Design mem_access_stage, sky130hd; sources not shown.
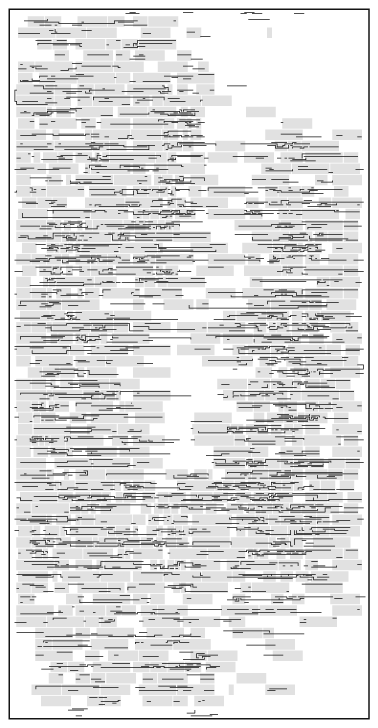
Fig. 1. Signal wires on met1.
longest straight run: 27.1 um
share of all routed wire: 34%
main direction: horizontal
nets with wire on the layer: 725
total wire length: 19.0 mm
via count: 5104
met1 Track Usage GR: 0.274

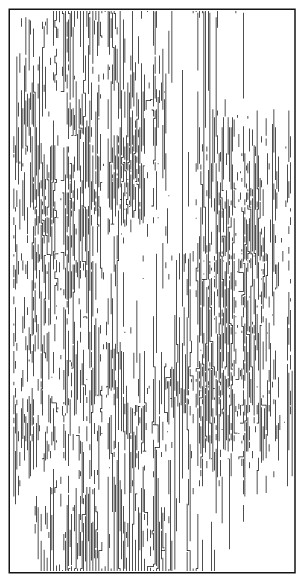
Fig. 2. The metal 2 layer.
wire length on this layer: 10600 um
nets with wire on the layer: 775
routing usage on met2: 0.496

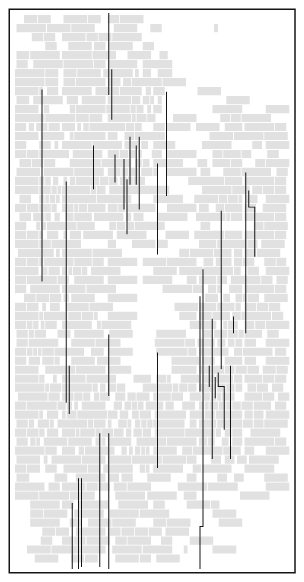
Fig. 3. Metal 4.
wire length on this layer: 887 um
longest straight run: 77.7 um
nets with wire on the layer: 30
main direction: vertical

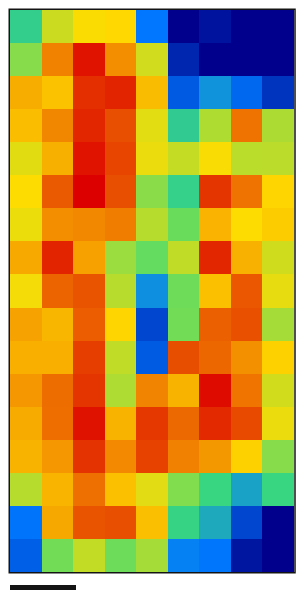
Fig. 4. Cell area per tile.
The bar under the picture is 20 um long. The die is cut into 9 by 17 equal tiles; dark blue is low, red is high, 0 to 100% covered.
emptiest ninth of the die: north-east
fullest tile: 100%
tiles over 75% full: 52%
mean over tiles: 67%
nearly empty tiles: 5.2%
final core utilization: 0.727
initial core utilization: 0.409
Core Box Area: 0.0138 mm^2

==> qor.csv <==
stage,metric,value,unit
grt,grt_util_all_layers,0.269,
final_timing,setup_viol_count_final,13,
setup_path,cp-end-kind,output port,
final_timing,timing.final.crit_share,1.19,
final_timing,period_needed,2.03,ns
floorplan,die_area,0.0146,mm^2
status,violations,negative setup slack,
final_timing,worst_pin_slew,0.631,ns
grt,grt_use_met3,0.0640,
clock_network,cts_buffer_depth,2,
grt,overflow,0,
grt,grt_busiest_layer,met2,
floorplan,num_rows,61,
clock_network,clockRootBuffer,clkbuf_16,
synth,ys_warn_count,6,
power,power_density,2270,mW/mm^2
drt,drtPass1Iterations,6,
clock_network,clkLatencyLatePin,0.42,ns
power,peakVddDrop,1.35,mV
grt,antenna_found_initial,0,
setup_path,reg2reg_depth,6,
synth,synth-seq-cells,116,
synth,xor_area_frac,0,
clock_network,clock-sinks,116,
final_timing,hold_viol,0,
power,intPower,11.3,mW
finish,drive_above_1_share,0.393,
final_timing,clock_skew,0.00956,ns
finish,combGateArea,0.00267,mm^2
synth,synth.cellmix.adderShare,0.00443,
finish,synthToLayoutAreaGrowth,77.8,%
flow_run,cap_violations,0,
final_timing,slew_violations,0,
setup_path,cp.arrival,1.77,ns
synth,synthTopLogicFamily,AND-OR/OR-AND gates,
power,switching_power,11.5,mW
floorplan,die_y,170,um
finish,nNetsFinal,829,
power,p_leak,4.47,nW
drt,ant_nets,0,
synth,simple_gate_area_frac,0.0844,
synth,synthDominantCellAreaShare,0.514,
finish,n_antenna_cell,0,
synth,synth_area_leader_cell,dfrtp_1,
final_timing,rsz0062_at_grt,true,
power,p_total,22.8,mW
finish,flop_area,0.00291,mm^2
floorplan,die_w,86.0,um
synth,yosys_cells,476,
final_timing,finalSetupTns,-0.831,ns
grt,grt_max_degree,68,
synth,yosys-stat-area,0.00565,mm^2
setup_path,start_kind,register,
setup_path,rrSetupSlack,-0.07,ns
final_timing,setup_ws,-0.326,ns
clock_network,cts_tree,built,
drt,drtIter0Drc,245,
synth,synthCells,476,
final_timing,hold_ws,0.0206,ns
flow_run,tool_warnings,29,
power,p_seq_frac,0.218,
synth,synth.area.mux_share,0.154,
clock_network,hold_buffers,0,
finish,fillCellCount,833,
finish,final_common_cell,dfrtp_1,
synth,postSynthSeqShare,0.514,
status,status,finished with violations,
power,switching_share,0.505,
[power groups by stage]
stage	registers [mW]	clock network, mW	logic [mW]
6_report	4.98	3.62	14.2
5_1_grt	5.11	3.80	14.5
4_1_cts	4.95	3.69	14.3
3_5_place_dp	4.97	0	13.9
3_3_place_gp	4.90	0	13.7
2_1_floorplan	11.0	0	2.18
[routing by layer]
| layer | part of all wire | vias to the layer above |
|---|---|---|
| met2 | 0.56 | 272 |
| met3 | 0.057 | 70 |
| met1 | 0.34 | 2512 |
| met4 | 0.047 | 0 |
| met5 | 0 | - |
| li1 | - | 2250 |
[per-stage QoR]
step	cell area [um^2]	util	instances	worst slack, ns
after floorplan	5670	-	477	-0.209
after global placement	9250	0.669	885	-0.337
after detailed placement	9250	0.669	885	-0.428
after CTS	10000	0.727	926	-0.346
after global routing	10000	0.727	924	-0.394
final	10000	0.727	924	-0.326
[cell type report]
cell class,count,area share
clock inverter,15,0.0168
sequential,116,0.290
inverter,9,0.00374
clock buffer,17,0.0424
timing repair buffer,260,0.358
multi-input combinational,318,0.266
tap,189,0.0235
[synth_stat cells, drive strengths merged]
cell type / number
dfrtp: 116
mux2: 47
nand2: 38
o21ai: 37
a22o: 35
mux2i: 31
buf: 24
a21oi: 23
a2bb2oi: 20
nor2: 15
nor2b: 12
clkbuf: 10
inv: 8
a221o: 7
and3: 7
o21a: 5
o221ai: 5
nand3: 4
nor3b: 4
a31oi: 3
nand2b: 3
nor3: 3
ha: 2
a211o: 1
a211oi: 1
a21boi: 1
a22oi: 1
a41oi: 1
and2: 1
and4b: 1
clkinv: 1
conb: 1
nand4: 1
nor4: 1
nor4b: 1
o211ai: 1
o2bb2ai: 1
o31a: 1
or2: 1
or3b: 1
[logic make-up after synthesis]
group | after synthesis
AND/OR/NAND/NOR | 93
AND-OR/OR-AND | 143
multiplexers | 78
other | 1
flip-flops | 116
buffers and inverters | 43
adder cells (fa/ha/maj) | 2
[what timing repair did]
action | 4_1_cts | 5_1_grt
gates cloned | 1 | 0
gates resized | 26 | 16
pin swaps | 40 | 13
buffers inserted | 8 | 2
setup endpoints to repair | 36 | 43
endpoints found under the hold margin | 0 | 0
[critical path, cell delays in order (launching register included)]
cell      delay (ns)
dfrtp_1         0.39
nor3b_2         0.20
buf_4           0.17
o211ai_4        0.09
buf_12          0.16
a21boi_4        0.15
buf_12          0.19
Power figures rest on the tool's default switching activity, not on a simulated workload.
